### src/rtl/elbeth_trap_control_pkg.sv
// Shared constants for the Elbeth commit-stage trap sequencer: exception codes,
// privilege levels, wb_fault bit positions and trap-control state encodings.
package elbeth_trap_control_pkg;

    localparam logic [3:0] ECODE_IF_MIS   = 4'd0;
    localparam logic [3:0] ECODE_IF_FAULT = 4'd1;
    localparam logic [3:0] ECODE_ILLEGAL  = 4'd2;
    localparam logic [3:0] ECODE_BREAK    = 4'd3;
    localparam logic [3:0] ECODE_LD_MIS   = 4'd4;
    localparam logic [3:0] ECODE_LD_FAULT = 4'd5;
    localparam logic [3:0] ECODE_ST_MIS   = 4'd6;
    localparam logic [3:0] ECODE_ST_FAULT = 4'd7;
    localparam logic [3:0] ECODE_ECALL_U  = 4'd8;
    localparam logic [3:0] ECODE_ECALL_S  = 4'd9;
    localparam logic [3:0] ECODE_ECALL_H  = 4'd10;
    localparam logic [3:0] ECODE_ECALL_M  = 4'd11;

    localparam logic [1:0] PRV_U = 2'd0;
    localparam logic [1:0] PRV_S = 2'd1;
    localparam logic [1:0] PRV_H = 2'd2;
    localparam logic [1:0] PRV_M = 2'd3;

    // Bit positions inside wb_fault
    localparam int F_ERET_REQ = 0;
    localparam int F_IF_MIS   = 1;
    localparam int F_IF_FAULT = 2;
    localparam int F_ILLEGAL  = 3;
    localparam int F_EBREAK   = 4;
    localparam int F_ECALL    = 5;
    localparam int F_LD_MIS   = 6;
    localparam int F_LD_FAULT = 7;
    localparam int F_ST_MIS   = 8;
    localparam int F_ST_FAULT = 9;

    typedef enum logic [1:0] {
        TC_IDLE  = 2'd0,
        TC_TRAP  = 2'd1,
        TC_RET   = 2'd2,
        TC_DRAIN = 2'd3
    } tc_state_t;

    function automatic logic [3:0] ecall_code(input logic [1:0] prv);
        logic [3:0] code;
        case (prv)
            PRV_U:   code = ECODE_ECALL_U;
            PRV_S:   code = ECODE_ECALL_S;
            PRV_H:   code = ECODE_ECALL_H;
            default: code = ECODE_ECALL_M;
        endcase
        return code;
    endfunction

endpackage

### src/rtl/elbeth_trap_prio.sv
// Combinational trap priority encoder: picks the highest-priority trap source
// for the committing instruction and reports its exception code.
module elbeth_trap_prio
    import elbeth_trap_control_pkg::*;
(
    input  logic [9:0] wb_fault,
    input  logic       csr_illegal_access,
    input  logic       csr_interrupt,
    input  logic [3:0] csr_interrupt_code,
    input  logic [1:0] csr_prv,
    output logic       trap,
    output logic [3:0] code
);

    always_comb begin
        trap = 1'b1;
        code = ECODE_IF_MIS;
        if (csr_interrupt) begin
            code = csr_interrupt_code;
        end else if (wb_fault[F_IF_MIS]) begin
            code = ECODE_IF_MIS;
        end else if (wb_fault[F_IF_FAULT]) begin
            code = ECODE_IF_FAULT;
        end else if (wb_fault[F_ILLEGAL] || csr_illegal_access) begin
            code = ECODE_ILLEGAL;
        end else if (wb_fault[F_EBREAK]) begin
            code = ECODE_BREAK;
        end else if (wb_fault[F_ECALL]) begin
            code = ecall_code(csr_prv);
        end else if (wb_fault[F_LD_MIS]) begin
            code = ECODE_LD_MIS;
        end else if (wb_fault[F_LD_FAULT]) begin
            code = ECODE_LD_FAULT;
        end else if (wb_fault[F_ST_MIS]) begin
            code = ECODE_ST_MIS;
        end else if (wb_fault[F_ST_FAULT]) begin
            code = ECODE_ST_FAULT;
        end else if (wb_fault[F_ERET_REQ] && csr_prv != PRV_M) begin
            // Returning from below machine mode is an illegal instruction
            code = ECODE_ILLEGAL;
        end else begin
            trap = 1'b0;
        end
    end

endmodule

### src/rtl/elbeth_trap_control.sv
// Commit-stage trap sequencer: raises CSR trap/eret/retire strobes, then drives
// a registered redirect followed by FLUSH_CYCLES of pipeline flush.
module elbeth_trap_control
    import elbeth_trap_control_pkg::*;
#(
    parameter int FLUSH_CYCLES = 2
) (
    input  logic        clk,
    input  logic        rst,
    input  logic        wb_valid,
    input  logic        wb_stall,
    input  logic [31:0] wb_pc,
    input  logic [31:0] wb_mem_addr,
    input  logic [9:0]  wb_fault,
    input  logic        csr_illegal_access,
    input  logic [1:0]  csr_prv,
    input  logic        csr_interrupt,
    input  logic [3:0]  csr_interrupt_code,
    input  logic [31:0] csr_handler_pc,
    input  logic [31:0] csr_epc,
    output logic        exception,
    output logic [3:0]  exception_code,
    output logic [31:0] exception_pc,
    output logic [31:0] exception_load_addr,
    output logic        eret,
    output logic        retire,
    output logic        flush,
    output logic        redirect_valid,
    output logic [31:0] redirect_pc,
    output logic [1:0]  dbg_state
);

    localparam int CNT_W = $clog2(FLUSH_CYCLES + 1);

    tc_state_t          state_q, state_d;
    logic [CNT_W-1:0]   counter_q, counter_d;
    logic               flush_q, flush_d;
    logic               redirect_valid_q, redirect_valid_d;
    logic [31:0]        redirect_pc_q, redirect_pc_d;

    logic               go;
    logic               trap;
    logic [3:0]         trap_code;

    elbeth_trap_prio u_prio (
        .wb_fault           (wb_fault),
        .csr_illegal_access (csr_illegal_access),
        .csr_interrupt      (csr_interrupt),
        .csr_interrupt_code (csr_interrupt_code),
        .csr_prv            (csr_prv),
        .trap               (trap),
        .code               (trap_code)
    );

    // Outside IDLE the commit slot is squashed, so every strobe is gated by go
    assign go                  = (state_q == TC_IDLE) && wb_valid && !wb_stall;
    assign exception           = go && trap;
    assign exception_code      = trap_code;
    assign exception_pc        = wb_pc;
    assign exception_load_addr = wb_mem_addr;
    assign eret                = go && !trap && wb_fault[F_ERET_REQ] && (csr_prv == PRV_M);
    assign retire              = go && !trap && !wb_fault[F_ERET_REQ];

    always_comb begin
        state_d          = state_q;
        counter_d        = counter_q;
        flush_d          = 1'b0;
        redirect_valid_d = 1'b0;
        redirect_pc_d    = redirect_pc_q;
        case (state_q)
            TC_IDLE: begin
                if (exception) begin
                    state_d = TC_TRAP;
                end else if (eret) begin
                    state_d = TC_RET;
                end
            end
            // The CSR file has taken the trap/eret by now, so its vectors are current
            TC_TRAP, TC_RET: begin
                flush_d          = 1'b1;
                redirect_valid_d = 1'b1;
                redirect_pc_d    = (state_q == TC_TRAP) ? csr_handler_pc : csr_epc;
                counter_d        = CNT_W'(FLUSH_CYCLES);
                state_d          = TC_DRAIN;
            end
            TC_DRAIN: begin
                flush_d   = 1'b1;
                counter_d = counter_q - CNT_W'(1);
                if (counter_q == CNT_W'(1)) begin
                    state_d = TC_IDLE;
                end
            end
            default: state_d = TC_IDLE;
        endcase
    end

    always_ff @(posedge clk) begin
        if (rst) begin
            state_q          <= TC_IDLE;
            counter_q        <= '0;
            flush_q          <= 1'b0;
            redirect_valid_q <= 1'b0;
            redirect_pc_q    <= '0;
        end else begin
            state_q          <= state_d;
            counter_q        <= counter_d;
            flush_q          <= flush_d;
            redirect_valid_q <= redirect_valid_d;
            redirect_pc_q    <= redirect_pc_d;
        end
    end

    assign flush          = flush_q;
    assign redirect_valid = redirect_valid_q;
    assign redirect_pc    = redirect_pc_q;
    assign dbg_state      = state_q;

endmodule

### config.mk
export PLATFORM = sky130hd
export DESIGN_NAME = elbeth_trap_control
export DESIGN_NICKNAME = d
export VERILOG_FILES = /design/src/rtl/elbeth_trap_control_pkg.sv /design/src/rtl/elbeth_trap_prio.sv /design/src/rtl/elbeth_trap_control.sv
export SDC_FILE = /design/constraint.sdc
export NUM_CORES = 1
export LEC_CHECK = 0
export CORE_AREA = 2 2 100 102
export CTS_CLUSTER_SIZE = 24
export DETAILED_ROUTE_END_ITERATION = 8
export DIE_AREA = 0 0 102 104
export GPL_TIMING_DRIVEN = 0
export PLACE_DENSITY_LB_ADDON = 0.15
export SYNTH_ARGS = -nofsm -noshare
export SYNTH_HDL_FRONTEND = slang
export SYNTH_SLANG_ARGS = --single-unit
export TNS_END_PERCENT = 50
### constraint.sdc
create_clock -name clk -period 2.55 [get_ports clk]
set_clock_uncertainty 0.2 [all_clocks]
set_input_delay 0.51 -clock clk [delete_from_list [all_inputs] [get_ports clk]]
set_output_delay 0.51 -clock clk [all_outputs]
set_load 0.005 [all_outputs]
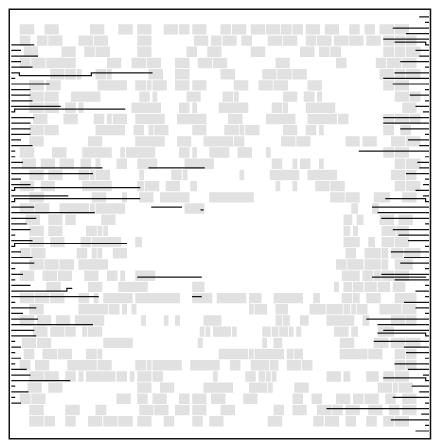
(run_1/m3.png)
longest straight run: 30.4 µm
wire length on this layer: 970 µm
main direction: horizontal
share of all routed wire: 12%

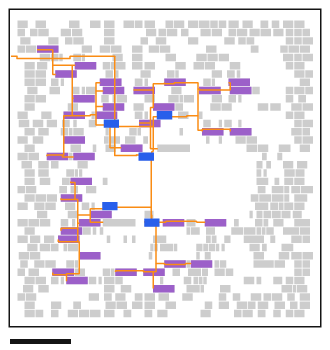
(run_1/clock_wires.png)
Scale bar: 20 µm.
[clock-net drivers] blue | count: 5
[flip-flops] purple | count: 38
[clock wires] orange | length: 514 µm
routed clock nets: 6

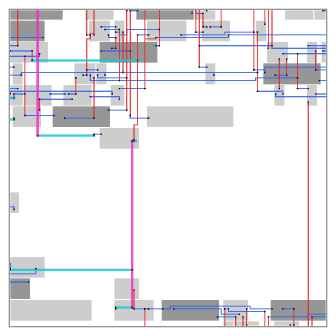
(run_1/closeup.png)
Region (31, 32) to (71, 72) µm. Cells in grey, sequential cells in the stronger grey; small squares are vias.
| layer | colour |
|---|---|
| M4 | magenta |
| M2 | red |
| M1 | blue |
| M3 | cyan |
netlist names of flops here include: redirect_pc (4), dbg_state (2)
cells with their middle in the window: 33
most frequent: dfxtp_1 (6), clkbuf_8 (5), clkbuf_1 (4)
sequential cells in the window: 6

==> flow_metrics.env, run 1 <==
# implementation run metrics
export IMPL_clock_path_buffers=2
export IMPL_critPathTopFamily="simple AND/OR/NAND/NOR gates"
export IMPL_core_mm2=0.00955
export IMPL_critPathBufInv=3
export IMPL_grt_pass1_wl_um=12100
export IMPL_enable_flop_cells=0
export IMPL_grt_ovfl_total=0
export IMPL_postSynthSeqShare=0.317
export IMPL_first_pass_iters=5
export IMPL_drtIter0Drc=37
export IMPL_ys_area_mm2=0.00240
export IMPL_slew_violations=0
export IMPL_endpoint_kind="output pin"
export IMPL_post_dp_hpwl_um=6580
export IMPL_viasPerCell=4.25
export IMPL_htreeDepth=2
export IMPL_start_kind="input port"
export IMPL_irDropWorstVdd_mv=0.342
export IMPL_final_nets=634
export IMPL_crit_path_max_fanout=3
export IMPL_io_pins=257
export IMPL_fp_util=0.251
export IMPL_synthToLayoutAreaGrowth_pct=95.3
export IMPL_grt_pass1_vias=2495
export IMPL_comb_area_mm2=0.00110
export IMPL_cts_root_buf="clkbuf_8"
export IMPL_num_vias=2612
export IMPL_critPathMaxStageDelay_ns=0.53
export IMPL_synth_warnings=0
export IMPL_grt_max_degree=14
export IMPL_flop_cell="dfxtp_1"
export IMPL_rsz0062_at_grt="yes"
export IMPL_die_area_mm2=0.0106
export IMPL_slew_headroom=0.611
export IMPL_wl_met1_um=3110
export IMPL_drt_wl_total_um=8030
export IMPL_timing_setup_tns_ns=-0.0341
export IMPL_cts_sinks=38
export IMPL_fin_ws_ns=-0.0341
export IMPL_yosysUniqueCellTypes=34
export IMPL_lay_top_count="clkdlybuf4s50_1"
export IMPL_preCtsSetupSlack_ns=-0.958
export IMPL_tightest_slew_ns=0.583
export IMPL_portBuffers=191
export IMPL_antenna_cells=0
export IMPL_period_minus_slack_ns=2.58
export IMPL_wl_met3_um=970
export IMPL_failed_checks="setup timing"
export IMPL_async_flop_share=0
export IMPL_fmax_mhz=387
export IMPL_ys_ff=38
export IMPL_worst_setup_path_type="in -> out"
export IMPL_avgRoutedWirePerCell_um=13.1
export IMPL_drv_cap=0
export IMPL_rows=36
export IMPL_hold_path_class="reg -> reg"
export IMPL_synth_stat_cells=277
export IMPL_placed_area_mm2=0.00448
export IMPL_fp_nets=431
export IMPL_final_cell_area_mm2=0.00468
export IMPL_setup_violations=1
export IMPL_antenna_found_initial=0
export IMPL_status="finished with violations"
export IMPL_warning_count=30
export IMPL_worstPathArrival_ns=1.87
export IMPL_drive_gt1_frac=0.216
export IMPL_final_cell_mix="172 x clkdlybuf4s50_1, 69 x buf_4, 38 x dfxtp_1"
export IMPL_critical_path_required_ns=1.84
export IMPL_cts_tree="yes"
export IMPL_crit_chain="buf_8, or4_4, or3_4, o21bai_4, inv_2, buf_6"
export IMPL_die_x_um=102
export IMPL_synth_cell_area_mm2=0.00240
export IMPL_fin_crit_sh=1.01
export IMPL_ant_nets=0
export IMPL_grt_usage=0.140
export IMPL_power_leakage_uw=0.00186
export IMPL_hold_buffers=0
export IMPL_finalHoldViolCount=0
export IMPL_syn_area_per_cell_um2=8.65
export IMPL_clk_pin_slew_ns=0.07
export IMPL_drc_errors=0
export IMPL_die_height_um=104
export IMPL_gp_congestion=0.728
export IMPL_fin_util=0.490
export IMPL_slowest_stage="or4_4"
export IMPL_regArea_um2=761
export IMPL_power_density_mw_per_mm2=712
export IMPL_route_met2_wl_um=3900
export IMPL_synthCells=277
-- run 1: synth_stat cells (2+ instances only) --
cell type / count / area, µm²
ha_1: 4 / 50.1
or4_4: 3 / 33.8
nand3_1: 2 / 10.0
buf_1: 3 / 11.3
buf_2: 3 / 15.0
nor3_1: 6 / 30.0
a22o_1: 2 / 17.5
clkbuf_1: 10 / 37.5
nand2b_1: 2 / 12.5
nor2_1: 38 / 143
a21oi_1: 4 / 20.0
o21ai_0: 2 / 10.0
inv_1: 7 / 26.3
and3_1: 2 / 12.5
mux2i_1: 33 / 330
dfxtp_1: 38 / 761
nand2_1: 3 / 11.3
nor2b_1: 2 / 12.5
a211oi_1: 34 / 255
buf_4: 64 / 480
or3_1: 2 / 12.5
-- run 1: tightest hold or removal path, cell delays in order (launching register included) --
cell,delay [ns]
dfxtp_1,0.30
inv_1,0.06
a211oi_1,0.06
-- run 1: stage by stage --
step                total power, µW  hold WS, ns  std cells
finish                         3330        0.275        614
global route                   3610        0.303        614
CTS                            3390        0.276        614
detailed placement             2760        0.262        601
global placement               2740        0.260        601
floorplan                      1890        0.244        277
-- run 1: where the power goes --
group	internal, µW	total (µW)	switching (µW)
clock network	392	614	222
registers	797	900	103
logic	996	1820	824
-- run 1: state kept, by name, summed over array words and instances, names as in the netlist --
register and count:
counter_q 2, redirect_valid 1, dbg_state 2, flush 1
redirect_pc 32
-- run 1: layer usage --
layer | global-route usage | vias to the layer above
li1 | - | 1304
met1 | 0.159 | 1156
met2 | 0.245 | 147
met3 | 0.0538 | 5
met4 | 0.0343 | 0
met5 | 0 | -
-- run 1: layout make-up --
| cell class | instances | area share |
|---|---|---|
| multi-input cells | 151 | 0.236 |
| well taps | 133 | 0.0356 |
| flip-flops and latches | 38 | 0.163 |
| plain buffers | 81 | 0.119 |
| clock inverters | 3 | 0.0147 |
| repair buffers | 196 | 0.411 |
| clock buffers | 5 | 0.0147 |
| inverters | 7 | 0.00561 |
-- run 1: logic make-up (layout without fill, tap and decap cells) --
group           after synthesis  after routing  share of synthesized area
mux                          33             33                      0.138
buf+inv                      88            292                      0.243
simple gates                 62             62                      0.122
flops                        38             38                      0.317
fa+ha+maj                     4              4                     0.0209
compound gates               52             52                      0.159
-- run 1: what timing repair did --
item,CTS,global route
setup buffers,5,0
pin swaps,7,4
hold endpoints to repair,0,0
resized,58,11
setup endpoints to repair,7,5
-- run 1: path summary, 6_finish.rpt --
check	from	to	slack (ns)	cells past startpoint
hold / removal	counter_q[1]	counter_q[1]	0.27	2
hold reg to reg	counter_q[1]	counter_q[1]	0.27	2
setup / recovery	wb_fault[5]	exception	-0.03	6
setup reg to reg	dbg_state[0]	redirect_pc[19]	0.31	6
==> run_1/route_heat.png <==
Scale bar: 20 µm. 20 x 21 tiles, from white (low) to dark blue (high), scaled to the fullest tile. Values are wire area over tile area, all layers added.
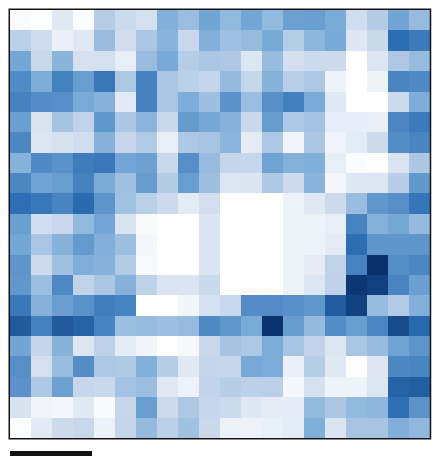

==> run 1 -> run 2 <==
Settings changed: PLACE_DENSITY set to 0.73, PLACE_DENSITY_LB_ADDON 0.15 to not set.
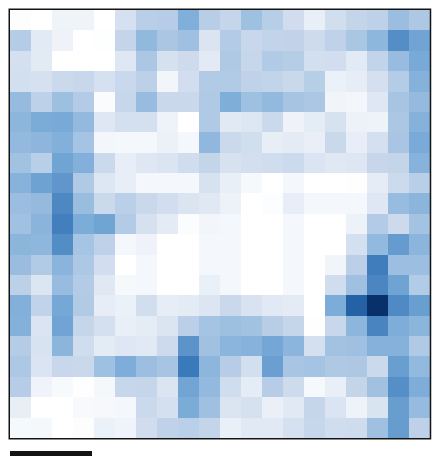
(run_2/route_heat.png)
Scale bar: 20 µm. 20 x 21 tiles, from white (low) to dark blue (high), scaled to the fullest tile. Values are wire area over tile area, all layers added.
mean over tiles: 0.13
fullest tile: 0.54
tiles over half the peak: 7.1%
emptiest ninth of the die: centre
nearly empty tiles: 11%
densest ninth of the die: lower right

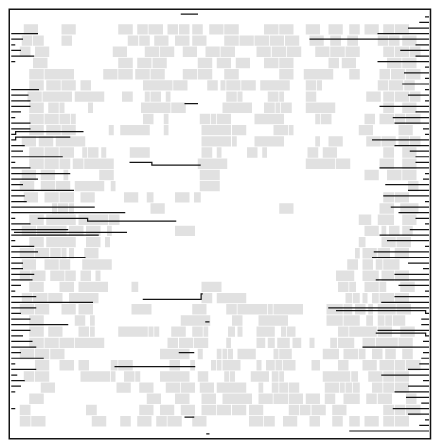
(run_2/m3.png)
Vias: 2652
M3 GR Usage: 0.0497
Post-Route WL: 8350 µm

==> run 2 against run 1 <==
  * The run still ends with setup timing left
  * Routed wire length rose by 4.0%
  * Combinational power barely moved
  * Critical path type unchanged
  * Sequential share of layout area rose by 0.11 points
  * Final cell count rose by 0.33%
  * Final area fell by 0.67%
  * Synthesized cell count did not move
  * Clock power fell by about 30%
  * Non-clock buffer count rose by 2
  * Global-route usage rose by 0.50 points
  * Die area did not move
==> flow_metrics.env, run 2 <==
# implementation run metrics
export IMPL_warning_count=30
export IMPL_final_instance_count_excl_fill=616
export IMPL_irDropWorstVdd_mv=0.383
export IMPL_synth_cell_area_mm2=0.00240
export IMPL_gp_congestion=0.715
export IMPL_synth_top_area_share=0.317
export IMPL_finalHoldViolCount=0
export IMPL_hold_path_depth=2
export IMPL_grt_max_degree=13
export IMPL_critPathBufInv=2
export IMPL_placed_area_mm2=0.00448
export IMPL_startpoint="wb_fault[7]"
export IMPL_fmax_mhz=386
export IMPL_min_from="redirect_pc[21]"
export IMPL_drc_errors=0
export IMPL_tightest_slew_ns=0.560
export IMPL_worstPathArrival_ns=1.88
export IMPL_slew_violations=0
export IMPL_failed_checks="setup timing"
export IMPL_busiest_layer="met2"
export IMPL_avgRoutedWirePerCell_um=13.6
export IMPL_synth_stat_cells=277
export IMPL_final_cell_area_mm2=0.00465
export IMPL_postSynthSeqShare=0.317
export IMPL_synthTopCellsByCount="64 x buf_4, 38 x dfxtp_1, 38 x nor2_1"
export IMPL_drv_cap=0
export IMPL_yosysTopAreaCell="dfxtp_1"
export IMPL_io_pins=257
export IMPL_cts_root_buf="clkbuf_8"
export IMPL_crit_path_max_fanout=3
export IMPL_final_nets=636
export IMPL_syn_area_per_cell_um2=8.65
export IMPL_first_pass_iters=4
export IMPL_status="finished with violations"
export IMPL_final_cell_mix="173 x clkdlybuf4s50_1, 71 x buf_4, 38 x nor2_1, 38 x dfxtp_1"
export IMPL_portBuffers=191
export IMPL_slew_headroom=0.627
export IMPL_synth_warnings=0
export IMPL_clk_pin_slew_ns=0.07
export IMPL_clock_path_buffers=2
export IMPL_enable_flop_cells=0
export IMPL_power_leakage_uw=0.00185
export IMPL_die_area_mm2=0.0106
export IMPL_hold_path_class="reg -> reg"
export IMPL_power_density_mw_per_mm2=680
export IMPL_drtIter0Drc=44
export IMPL_r2r_start="dbg_state[0]"
export IMPL_rows=36
export IMPL_ant_nets=0
export IMPL_drive_gt1_frac=0.217
export IMPL_grt_pass1_wl_um=12400
export IMPL_setup_violations=2
export IMPL_use_met1=0.153
export IMPL_fin_ws_ns=-0.0410
export IMPL_die_height_um=104
export IMPL_fin_util=0.487
export IMPL_critical_path_required_ns=1.84
==> run 2: cell counts after synthesis <==
No cell type changed its count.
==> run 2: path summary, 6_finish.rpt <==
kind / endpoint / slack [ns]
max reg2reg: redirect_pc[19] / 0.32
min: redirect_pc[21] / 0.29
min reg2reg: redirect_pc[21] / 0.29
max: retire / -0.04
==> run 2: cell type report <==
type,count,area (µm²)
repair buffers,198,1940
fillers,914,4900
clock buffers,6,82.6
multi-input cells,151,1110
clock inverters,2,12.5
flip-flops and latches,38,761
plain buffers,81,556
inverters,7,26.3
well taps,133,166
==> run 2: routing by layer <==
layer	part of all wire	wire length, µm
met4	0.011	95
met5	0	0
met3	0.12	996
met1	0.35	2940
met2	0.52	4320
==> run 2: through the flow <==
| stage | setup WS, ns | total power [µW] | hold slack [ns] |
|---|---|---|---|
| floorplan | 0.126 | 1890 | 0.244 |
| global placement | -0.917 | 2710 | 0.257 |
| detailed placement | -0.907 | 2750 | 0.278 |
| CTS | -0.0457 | 3210 | 0.289 |
| global route | -0.0685 | 3420 | 0.311 |
| finish | -0.0410 | 3160 | 0.286 |
==> run 2: cells by family (layout without fill, tap and decap cells) <==
kind of cell / Yosys count / count (layout) / synth area share
buffers and inverters: 88 / 294 / 0.243
AND/OR/NAND/NOR: 62 / 62 / 0.122
AND-OR/OR-AND: 52 / 52 / 0.159
flip-flops: 38 / 38 / 0.317
multiplexers: 33 / 33 / 0.138
adder cells (fa/ha/maj): 4 / 4 / 0.0209
==> run 2: power breakdown <==
part           total (µW)  internal (µW)  switching (µW)
sequential            899            797             102
combinational        1830            995             839
clock                 431            217             214
total                3160           2010            1150
==> run 2: what timing repair did <==
item,in CTS,in global routing
endpoints found under the setup margin,7,6
pin swaps,5,8
setup buffers,6,1
gates resized,55,13
==> run 2: worst min-delay path, delay by kind of cell (launching register included) <==
| kind | cells | cell delay (ns) |
|---|---|---|
| AOI/OAI and AO/OA | 1 | 0.05 |
| DFF | 1 | 0.31 |
| and+or+nand+nor | 1 | 0.08 |
==> run_2/clock_nets.png <==
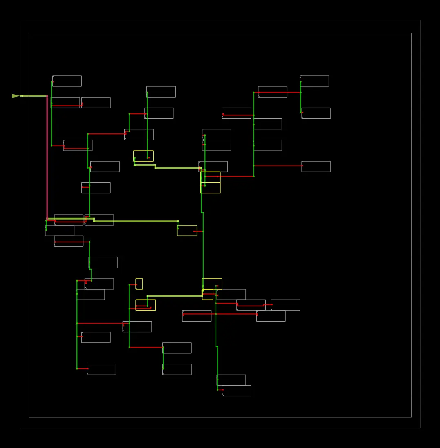

==> run 2 -> run 3 <==
==> constraint.sdc (replaced) <==
create_clock -name clk -period 2.6 [get_ports clk]
set_clock_uncertainty 0.2 [all_clocks]
set_input_delay 0.52 -clock clk [delete_from_list [all_inputs] [get_ports clk]]
set_output_delay 0.52 -clock clk [all_outputs]
set_load 0.01 [all_outputs]
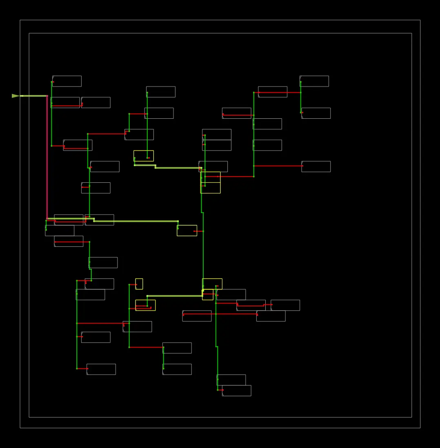
(run_3/clock_nets.png)
Clk power: 423 µW
# clk buffers: 6

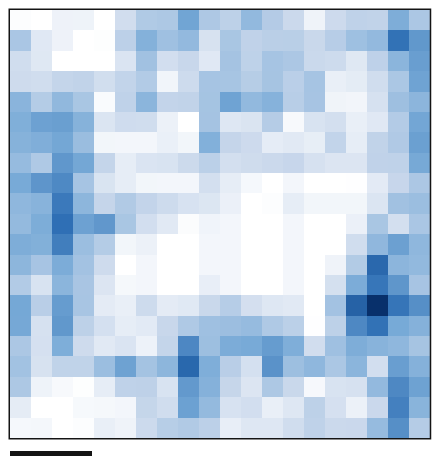
(run_3/route_heat.png)
Scale bar: 20 µm. 20 x 21 tiles, from white (low) to dark blue (high), scaled to the fullest tile. Values are wire area over tile area, all layers added.
Post-Route WL: 8310 µm
Vias: 2656
detailed-route wire length per cell: 13.5 µm
Tot GR Track Use: 0.145

==> run 3 against run 2 <==
  * The flow now finishes without violations
  * Largest cell class unchanged
  * Final cell count stayed put
  * Die area stayed put
  * Combinational power is 3% higher
  * Clock-buffer cell count stayed put
  * Register-to-register slack better by 0.06 ns
  * Routed wire length is 0.49% lower
  * Synthesized area stayed put
==> flow_metrics.env, run 3 <==
# implementation run metrics
export IMPL_grt_pass1_wl_um=12400
export IMPL_ys_sh_xor=0
export IMPL_cts_sinks=38
export IMPL_grt_max_degree=13
export IMPL_yosysTopAreaCell="dfxtp_1"
export IMPL_async_flop_share=0
export IMPL_clk_pin_slew_ns=0.07
export IMPL_synth_cell_area_mm2=0.00240
export IMPL_muxShareOfSynthArea=0.138
export IMPL_critical_path_required_ns=1.88
export IMPL_p_seq_frac=0.276
export IMPL_fillerInstances=917
export IMPL_fmax_mhz=386
export IMPL_ys_sh_adder=0.0209
export IMPL_warning_count=30
export IMPL_aoi_share=0.159
export IMPL_die_height_um=104
export IMPL_r2r_end="redirect_pc[19]"
export IMPL_first_pass_iters=4
export IMPL_slew_headroom=0.620
export IMPL_final_nets=636
export IMPL_cp_endpoint="eret"
export IMPL_synthTopCellsByCount="64 x buf_4, 38 x dfxtp_1, 38 x nor2_1"
export IMPL_final_cell_mix="172 x clkdlybuf4s50_1, 71 x buf_4, 38 x nor2_1, 38 x dfxtp_1"
export IMPL_enable_flop_cells=0
export IMPL_crit_path_max_fanout=3
export IMPL_placed_area_mm2=0.00448
export IMPL_r2r_start="dbg_state[0]"
export IMPL_post_dp_hpwl_um=6950
export IMPL_cts_root_buf="clkbuf_8"
export IMPL_synth_warnings=0
export IMPL_preCtsSetupSlack_ns=-0.908
export IMPL_irDropWorstVdd_mv=0.387
export IMPL_fin_ws_ns=0.00672
export IMPL_switchingPower_uw=1220
export IMPL_synth_top_area_share=0.317
export IMPL_ys_sh_simple=0.122
export IMPL_drive_gt1_frac=0.217
export IMPL_portBuffers=191
export IMPL_slew_violations=0
export IMPL_power_internal_uw=1970
export IMPL_drv_cap=0
export IMPL_die_area_mm2=0.0106
export IMPL_power_density_mw_per_mm2=689
export IMPL_synth_stat_cells=277
export IMPL_rows=36
export IMPL_clock_path_buffers=2
export IMPL_clock_power_share=0.132
export IMPL_grt_ovfl_total=0
export IMPL_worstPathArrival_ns=1.87
export IMPL_ant_nets=0
export IMPL_r2r_slack_ns=0.38
export IMPL_drc_errors=0
export IMPL_hold_path_class="reg -> reg"
export IMPL_final_cell_area_mm2=0.00464
export IMPL_startpoint="wb_fault[7]"
export IMPL_drtIter0Drc=51
export IMPL_finalHoldViolCount=0
export IMPL_power_leakage_uw=0.00183
export IMPL_comb_power_share=0.592
export IMPL_setup_violations=0
export IMPL_ys_area_mm2=0.00240
export IMPL_io_pins=257
export IMPL_gp_congestion=0.715
export IMPL_die_x_um=102
export IMPL_syn_area_per_cell_um2=8.65
export IMPL_tightest_slew_ns=0.570
export IMPL_ys_top_logic_family="buffers and inverters"
export IMPL_postSynthSeqShare=0.317
export IMPL_viasPerCell=4.31
export IMPL_p_sw_frac=0.382
export IMPL_status="finished clean"
export IMPL_rr_worst_depth=6
==> run 3: cell counts after synthesis <==
Identical to the previous run, type by type.
==> run 3: metal layers <==
layer	up-vias	global-route usage	share of wire
li1	1313	-	-
met1	1182	0.152	0.35
met2	153	0.268	0.52
met3	8	0.0504	0.12
met4	0	0.0381	0.011
met5	-	0	0
==> run 3: worst min-delay path by stage <==
stage	startpoint	to	slack, ns	cells after the start
2_1_floorplan	counter_q[1]	counter_q[1]	0.24	2
5_1_grt	redirect_pc[20]	redirect_pc[20]	0.31	2
3_5_place_dp	redirect_pc[6]	redirect_pc[6]	0.28	2
3_3_place_gp	counter_q[1]	counter_q[1]	0.26	2
6_report	redirect_pc[20]	redirect_pc[20]	0.29	2
4_1_cts	counter_q[1]	counter_q[1]	0.29	2
==> run 3: critical path, stage by stage <==
cell	delay, ns
buf_6	0.09
or4_4	0.53
or3_4	0.43
nor3_2	0.14
buf_2	0.15
==> run 3: cell families after synthesis <==
| group | Yosys count |
|---|---|
| compound gates | 52 |
| flops | 38 |
| buf+inv | 88 |
| simple gates | 62 |
| fa+ha+maj | 4 |
| mux | 33 |
==> run 3: power by group through the flow <==
stage               Sequential, µW  Clock, µW  Combinational, µW
global placement               888          0               1860
global route                   905        458               2080
CTS                            885        442               1920
detailed placement             894          0               1900
floorplan                      970          0                973
finish                         882        423               1890
==> run 3: final cells by class <==
class | count | area (µm²) | area share
Clock inverter | 2 | 12.5 | 0.00270
Timing Repair Buffer | 198 | 1940 | 0.417
Multi-Input combinational cell | 151 | 1100 | 0.237
Tap cell | 133 | 166 | 0.0359
Clock buffer | 6 | 82.6 | 0.0178
Inverter | 7 | 26.3 | 0.00566
Buffer | 81 | 556 | 0.120
Sequential cell | 38 | 761 | 0.164
==> run 3: timing repair <==
item / in CTS / in global routing
endpoints found under the setup margin: 7 / 5
setup buffers: 6 / 1
hold endpoints to repair: 0 / 0
pin swaps: 7 / 6
resized: 59 / 8
==> run 3: stage by stage <==
step / power, µW / util / cells / hold WS [ns]
2_1_floorplan: 1940 / - / 277 / 0.244
3_3_place_gp: 2750 / 0.469 / 601 / 0.257
3_5_place_dp: 2790 / 0.469 / 601 / 0.278
4_1_cts: 3240 / 0.485 / 615 / 0.289
5_1_grt: 3450 / 0.486 / 616 / 0.311
6_report: 3200 / 0.486 / 616 / 0.286
No activity file was given, so power comes from the tool's default toggle rates.
